<file path="config.mk">
export PLATFORM = sky130hd
export DESIGN_NAME = la_iosupplyseq
export DESIGN_NICKNAME = d
export VERILOG_FILES = /design/src/rtl/la_iosupplyseq.sv
export SDC_FILE = /design/constraint.sdc
export NUM_CORES = 1
export LEC_CHECK = 0
export CAP_MARGIN = 20
export CORE_MARGIN = 5
export CORE_UTILIZATION = 55
export CTS_BUF_LIST = sky130_fd_sc_hd__clkbuf_2 sky130_fd_sc_hd__clkbuf_4 sky130_fd_sc_hd__clkbuf_8
export DETAILED_ROUTE_END_ITERATION = 8
export PLACE_DENSITY = 0.8
export SYNTH_ARGS = -nofsm -noshare
export SYNTH_HDL_FRONTEND = slang
export SYNTH_SLANG_ARGS = --single-unit
</file>
<file path="constraint.sdc">
create_clock -name clk -period 4.1 [get_ports clk]
set_clock_uncertainty 0.05 [all_clocks]
set_input_delay 0.82 -clock clk [delete_from_list [all_inputs] [get_ports clk]]
set_output_delay 0.82 -clock clk [all_outputs]
set_load 0.1 [all_outputs]
</file>
<file path="src/rtl/la_iosupplyseq.sv">
// IO supply cell with ordered power sequencing of N switched supply domains.
// Define LA_IOSUPPLYSEQ_TIMEOUT_EN to fault on a missing power-good after TIMEOUT cycles.
module la_iosupplyseq #(
    parameter PROP = "DEFAULT",
    parameter SIDE = "NO",
    parameter int RINGW = 8,
    parameter int N = 4,
    parameter int CW = 16,
    parameter int DELAY = 8,
    parameter int TIMEOUT = 1000
) (
    input  logic             clk,
    input  logic             nreset,
    input  logic             en,
    input  logic [N-1:0]     pgood,
    output logic [N-1:0]     sw_en,
    output logic             ready,
    output logic             fault,
    output logic             busy,
    inout  logic             vdd,
    inout  logic             vss,
    inout  logic             vddio,
    inout  logic             vssio,
    inout  logic [RINGW-1:0] ioring
);

    localparam int IW = (N > 1) ? $clog2(N) : 1;

    typedef enum logic [2:0] {
        IDLE,
        RAMP_WAIT,
        RAMP_SETTLE,
        ON,
        DOWN,
        FAULT
    } state_t;

    state_t         state, state_n;
    logic [IW-1:0]  idx, idx_n;
    logic [CW-1:0]  cnt, cnt_n;
    logic [N-1:0]   sw_n;
    logic [N-1:0]   pg_m, pgood_s;

    // Supplies and ioring are connectivity only; this net keeps them visibly consumed.
    logic unused_ok;
    assign unused_ok = ^{vdd, vss, vddio, vssio, ioring, PROP, SIDE, 32'(TIMEOUT)};

    always_ff @(posedge clk or negedge nreset) begin
        if (!nreset) begin
            pg_m    <= '0;
            pgood_s <= '0;
        end else begin
            pg_m    <= pgood;
            pgood_s <= pg_m;
        end
    end

    always_comb begin
        state_n = state;
        idx_n   = idx;
        cnt_n   = cnt;
        sw_n    = sw_en;
        case (state)
            IDLE: begin
                sw_n = '0;
                if (en) begin
                    state_n = RAMP_WAIT;
                    idx_n   = '0;
                    cnt_n   = '0;
                    sw_n[0] = 1'b1;
                end
            end
            RAMP_WAIT: begin
                if (!en) begin
                    state_n    = DOWN;
                    cnt_n      = '0;
                    sw_n[idx]  = 1'b0;
                end else if (pgood_s[idx]) begin
                    state_n = RAMP_SETTLE;
                    cnt_n   = '0;
`ifdef LA_IOSUPPLYSEQ_TIMEOUT_EN
                end else if (cnt == CW'(TIMEOUT)) begin
                    state_n = FAULT;
                    sw_n    = '0;
`endif
                end else if (cnt != '1) begin
                    cnt_n = cnt + 1'b1;
                end
            end
            RAMP_SETTLE: begin
                if (!en) begin
                    state_n   = DOWN;
                    cnt_n     = '0;
                    sw_n[idx] = 1'b0;
                end else if (cnt == CW'(DELAY)) begin
                    if (idx == IW'(N - 1)) begin
                        state_n = ON;
                    end else begin
                        state_n     = RAMP_WAIT;
                        idx_n       = idx + 1'b1;
                        cnt_n       = '0;
                        sw_n[idx_n] = 1'b1;
                    end
                end else begin
                    cnt_n = cnt + 1'b1;
                end
            end
            ON: begin
                if (|(sw_en & ~pgood_s)) begin
                    state_n = FAULT;
                    sw_n    = '0;
                end else if (!en) begin
                    state_n   = DOWN;
                    cnt_n     = '0;
                    sw_n[idx] = 1'b0;
                end
            end
            DOWN: begin
                // Channel idx was released on entry; each step waits DELAY+1 edges.
                if (cnt == CW'(DELAY)) begin
                    cnt_n = '0;
                    if (idx == '0) begin
                        state_n = IDLE;
                    end else begin
                        idx_n       = idx - 1'b1;
                        sw_n[idx_n] = 1'b0;
                    end
                end else begin
                    cnt_n = cnt + 1'b1;
                end
            end
            FAULT: begin
                sw_n = '0;
                if (!en) begin
                    state_n = IDLE;
                end
            end
            default: begin
                state_n = IDLE;
                sw_n    = '0;
            end
        endcase
    end

    always_ff @(posedge clk or negedge nreset) begin
        if (!nreset) begin
            state <= IDLE;
            idx   <= '0;
            cnt   <= '0;
            sw_en <= '0;
            ready <= 1'b0;
            fault <= 1'b0;
            busy  <= 1'b0;
        end else begin
            state <= state_n;
            idx   <= idx_n;
            cnt   <= cnt_n;
            sw_en <= sw_n;
            ready <= (state_n == ON);
            fault <= (state_n == FAULT);
            busy  <= (state_n == RAMP_WAIT) || (state_n == RAMP_SETTLE) || (state_n == DOWN);
        end
    end

endmodule
</file>
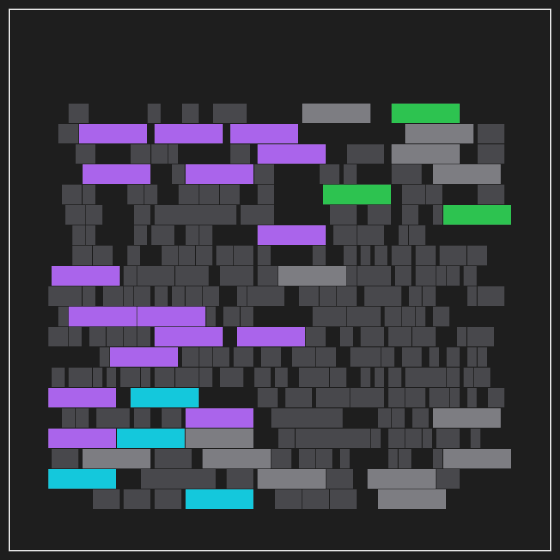
(run_1/ff_map.png)
Other sequential cells in the stronger grey, the rest of the logic in the fainter grey.
| colour | name in the netlist | sequential cells |
|---|---|---|
| cyan | pg_m | 4 |
| purple | cnt | 16 |
| green | state | 3 |

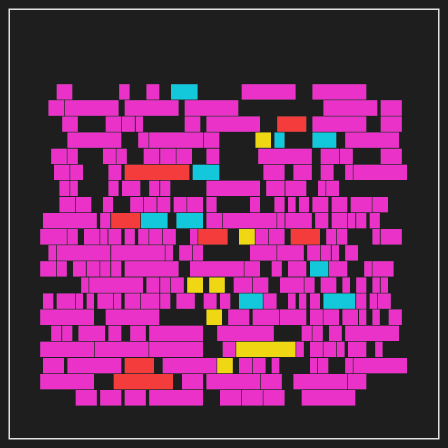
(run_1/sizing.png)
| colour | size | cells | most used |
|---|---|---|---|
| red | x6 and larger | 7 | clkbuf_8 |
| yellow | x3 and x4 | 7 | buf_4 |
| cyan | x2 | 9 | o31ai_2 |
| magenta | x1 and smaller | 214 | dfrtp_1 |

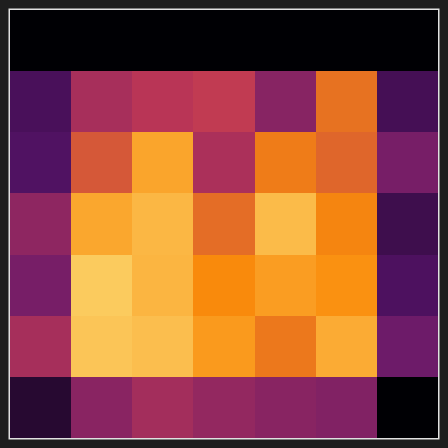
(run_1/util_map.png)
7 x 7 tiles, from black (low) to pale yellow (high), 0 to 100% covered.
fullest tile: 89%
mean over tiles: 46%
emptiest ninth of the die: north-west
nearly empty tiles: 16%

==> impl_metrics.toml, run 1 <==
# physical design summary
[cts]
insertion_delay_ps = 290
postCtsHoldBufs = 0
htree_levels = 2

[routing]
wl_met3_um = 180
routed_wl_um = 4610
wl_met2_um = 2310
drt_iter0_drc = 219
routedWlPerCell_um = 16.2

[logic_synthesis]
mux_share_pct = 4.16
common_cells = "36 x dfrtp_1, 18 x nor2_1, 17 x o31ai_1"
synth_area_um2 = 2140
synthAoiAreaFrac_pct = 21.9
avgSynthCellArea_um2 = 9.66
yosysCellCount = 221
yosysSeqAreaShare_pct = 42.2
top_area_cell = "dfrtp_1"
ff_type = "dfrtp_1"
area_leaders = "dfrtp_1 42%, o31ai_1 6.0%, ha_1 4.1%, o21ai_0 3.7%, nor2b_1 3.2%"
synthArstFlopShare_pct = 100
ys_sh_xor_pct = 1.23
edf_count = 0
synth_cells = 221
synth.top_cell.area_share_pct = 42.2
top_logic_kind = "simple AND/OR/NAND/NOR gates"
syn_nets = 247
synth_flops = 36
most_common_cell = "dfrtp_1"
ys_sh_simple_pct = 22.4

[floorplanning]
die_y_um = 72.3
boundaryPins = 26
core_area_um2 = 3720
num_rows = 22
fp_util_pct = 57.5

[setup_path]
critPathMaxStageDelay_ps = 640
worstPathCellList = "clkdlybuf4s50_1 -> nor2b_1 -> and3_1 -> nand2b_1 -> o221ai_2 -> or3_1 -> o31ai_1"
crit_family = "simple AND/OR/NAND/NOR gates"
cp_max_fo = 14
end_kind = "flop"
startpoint_type = "input pin"
path_buffers = 1
worstPathRequired_ps = 4250

[final_timing]
timing.final.crit_share_pct = 72.0
grt_setup_unrepaired = "no"
setup_violations = 0
fin_crit_ps = 2950
tns_ps = 0
tightest_slew_ps = 974
untimed_endpoints = 12
layout_setup_ws_ps = 1150

[cells_and_area]
layout-drive-gt1-share_pct = 9.70
seq_area_um2 = 901
largest-register = "cnt"
sh_seq_area_pct = 36.8
mi_logic_area_um2 = 1150
fillers = 301
flops = 36
comb_cells = 165
fin_nets = 262
largest_reg_flops = 16
buffers_excl_clock = 19

[global_route]
grt_start_max_net_pins = 25
grt_usage_pct = 19.1
met1_usage_pct = 26.4
grt_use_met3_pct = 3.46
grt_pass1_vias = 1639
grt_overflow = 0
grt_pass1_wl_um = 7930

[placed_design]
pre_cts_ws_ps = 839
place_area_um2 = 2310
port-buffer-count = 13

[power_and_ir_drop]
pg_clk_uw = 314
pwr-share-seq_pct = 32.9
cell_internal_pwr_uw = 820
pg_comb_uw = 661
p_per_area_nw_per_um2 = 593
p_leak_uw = 0.00107
finalPower_uw = 1450

[flow_run]
maxCapViolations = 0
tool_warnings = 43

[status]
status = "complete, no violations"

[worst_hold_path]
hp-class = "reg2reg"
## run 1: path summary, 6_finish.rpt
check / start / to / slack, ps / depth (start not counted)
max: en / cnt[3] / 1150 / 7
min: pg_m[0] / pgood_s[0] / 300 / 0
max reg2reg: cnt[0] / cnt[14] / 1420 / 8
min reg2reg: pg_m[0] / pgood_s[0] / 300 / 0
max in group asynchronous: nreset / busy / 2700 / 3
min in group asynchronous: nreset / pg_m[3] / 730 / 1
## run 1: kinds of logic after synthesis
logic type | count (synthesis)
AND/OR/NAND/NOR | 85
AND-OR/OR-AND | 63
flip-flops | 36
buffers and inverters | 20
multiplexers | 7
adder cells (fa/ha/maj) | 7
XOR/XNOR | 3
==> run_1/class_map.png <==
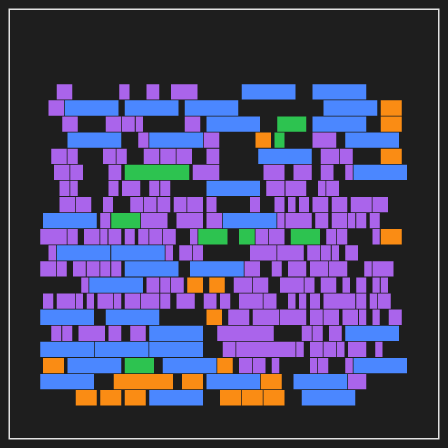

==> run 2: changes to the inputs <==
CORE_UTILIZATION = 52   (was 55)
PLACE_DENSITY = 0.79   (was 0.8)
clock period = 2.4 ns   (was 4.1 ns; I/O delays follow)
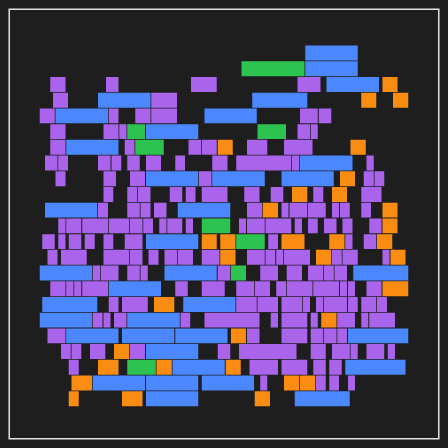
(run_2/class_map.png)
| colour | class | cells | share of their area |
|---|---|---|---|
| green | clock drivers and dummy loads | 8 | 4.5% |
| orange | remaining buffers and delay cells | 33 | 10% |
| blue | registers | 36 | 36% |
| purple | remaining logic cells | 174 | 49% |

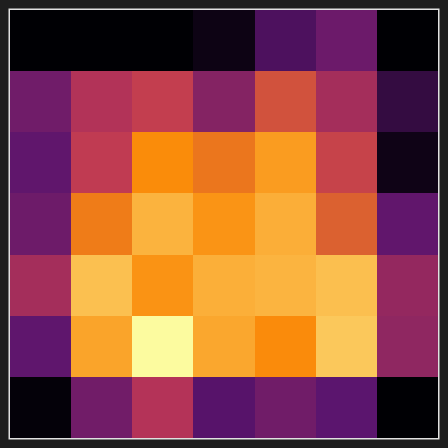
(run_2/util_map.png)
7 x 7 tiles, from black (low) to pale yellow (high), 0 to 100% covered.
mean over tiles: 46%
nearly empty tiles: 12%
densest ninth of the die: centre
fullest tile: 99%

==> run 2 against run 1 <==
Core utilization is 0.77 points lower. Die size is 5.0% higher. Non-clock buffer count is 14 higher. Sequential power is 63% higher. Clock-buffer cell count stayed put. Via count is 4.6% higher. Final cell count is 5.6% higher. Area after synthesis stayed put. Routed wire length is 12% higher. Worst hold slack worse by 150 ps. Clock power is 78% higher. Critical endpoint is now busy.
==> impl_metrics.toml, run 2 <==
# physical design summary
[floorplanning]
num_rows = 23
die_y_um = 74.1
fp_util_pct = 53.4
die_w_um = 74.1
dieArea_um2 = 5490
boundaryPins = 26
core_area_um2 = 4000

[final_timing]
slew_headroom_pct = 56.7
tightest_slew_ps = 650
untimed_endpoints = 12
setup_violations = 0
fin_crit_ps = 2310
timing.final.crit_share_pct = 96.1
hold_ws_ps = 148

[routing]
num_vias = 1835
drc = 0
via_per_inst = 6.10
routed_wl_um = 5190
ant_nets = 0
wl_met3_um = 305
drtPass1Iterations = 4
drt_iter0_drc = 166
routedWlPerCell_um = 17.2
top_layer = "met4"
wl_met2_um = 2690

[setup_path]
critPathMaxStageDelay_ps = 460
arrival_ps = 2440
crit_slowest_cell = "dfrtp_1"
path_buffers = 1
endpoint = "busy"
worstRegToRegCells = 7
cp_max_fo = 8
end_kind = "flop"
critPathKind = "reg2reg"
worstPathCellList = "nor4b_1 -> nand4_1 -> buf_6 -> o211ai_1 -> a31oi_2 -> xor2_1 -> mux2_2"
worstPathRequired_ps = 2530
cp.depth = 7
crit_start = "cnt[2]"
r2r_end = "busy"
r2r_start = "cnt[2]"
crit_family = "simple AND/OR/NAND/NOR gates"
startpoint_type = "flop"
r2r_setup_slack_ps = 90

[global_route]
grt-busiest-layer = "met2"
grt_pass1_wl_um = 8750
grt_usage_pct = 20.4
met1_usage_pct = 25.7
grt_overflow = 0
grt_use_met3_pct = 4.46
globalRouteMet2Util_pct = 34.4
grt_start_max_net_pins = 29
grt_pass1_vias = 1831

[power_and_ir_drop]
pg_clk_uw = 559
switching_share_pct = 44.0
p_per_area_nw_per_um2 = 1020
cell_internal_pwr_uw = 1480
p_leak_uw = 0.00116
pg_comb_uw = 1310
pwr-share-seq_pct = 29.4
power-top-group = "combinational cells"
finalPower_uw = 2650

[cells_and_area]
largest-register = "cnt"
area_growth_pct = 22.0
layout_top_cell = "dfrtp_1"
layout-drive-gt1-share_pct = 24.7
largest_reg_flops = 16
fillers = 325
fin_nets = 276

[logic_synthesis]
area_leaders = "dfrtp_1 42%, o31ai_1 6.0%, ha_1 4.1%, o21ai_0 3.7%, nor2b_1 3.2%"
yosys_warnings = 0
synth_cell_types = 51
most_common_cell = "dfrtp_1"
synthArstFlopShare_pct = 100
common_cells = "36 x dfrtp_1, 18 x nor2_1, 17 x o31ai_1"
synth_area_um2 = 2140
mux_share_pct = 4.16
synth.top_cell.area_share_pct = 42.2
ys_sh_simple_pct = 22.4
top_logic_kind = "simple AND/OR/NAND/NOR gates"
top_area_cell = "dfrtp_1"
yosys_area_um2 = 2140
synthAoiAreaFrac_pct = 21.9
ys_sh_xor_pct = 1.23
synth_flops = 36
avgSynthCellArea_um2 = 9.66
syn_nets = 247
yosysSeqAreaShare_pct = 42.2
synth_cells = 221
ff_type = "dfrtp_1"
adder_share_pct = 4.10
edf_count = 0
yosysCellCount = 221

[flow_run]
tool_warnings = 44
maxCapViolations = 0

[worst_hold_path]
hp-class = "in2async"

[cts]
htree_levels = 2
cts_resized = 1
postCtsHoldBufs = 0
cts_tree = "yes"
post-cts-setup-buffer-count = 0
insertion_delay_ps = 300
cts_sinks = 36
cts-root-buf = "clkbuf_8"

[placed_design]
dp_cells = 291
port-buffer-count = 13

[status]
status = "complete, no violations"
run 2: cell counts after synthesis:
No cell type changed its count.
run 2: cell type report:
cell class                      count  area [um2]  area share (%)
Timing Repair Buffer               33         264            10.1
Clock buffer                        5        68.8            2.64
Multi-Input combinational cell    165        1210            46.6
Sequential cell                    36         913            35.1
Inverter                            9        35.0            1.34
Clock inverter                      3        46.3            1.78
Tap cell                           50        62.6            2.40
run 2: stage by stage:
stage | utilization [%] | TNS [ps] | instance area [um2] | setup slack (ps)
after floorplan | - | -449 | 2170 | -63.1
after global placement | 60.4 | -2310 | 2420 | -214
after detailed placement | 60.4 | -2860 | 2420 | -260
after CTS | 63.3 | 0 | 2530 | 30.9
after global routing | 65.1 | -35.8 | 2610 | -35.8
final | 65.1 | 0 | 2610 | 93.5
Power figures rest on the tool's default switching activity, not on a simulated workload.
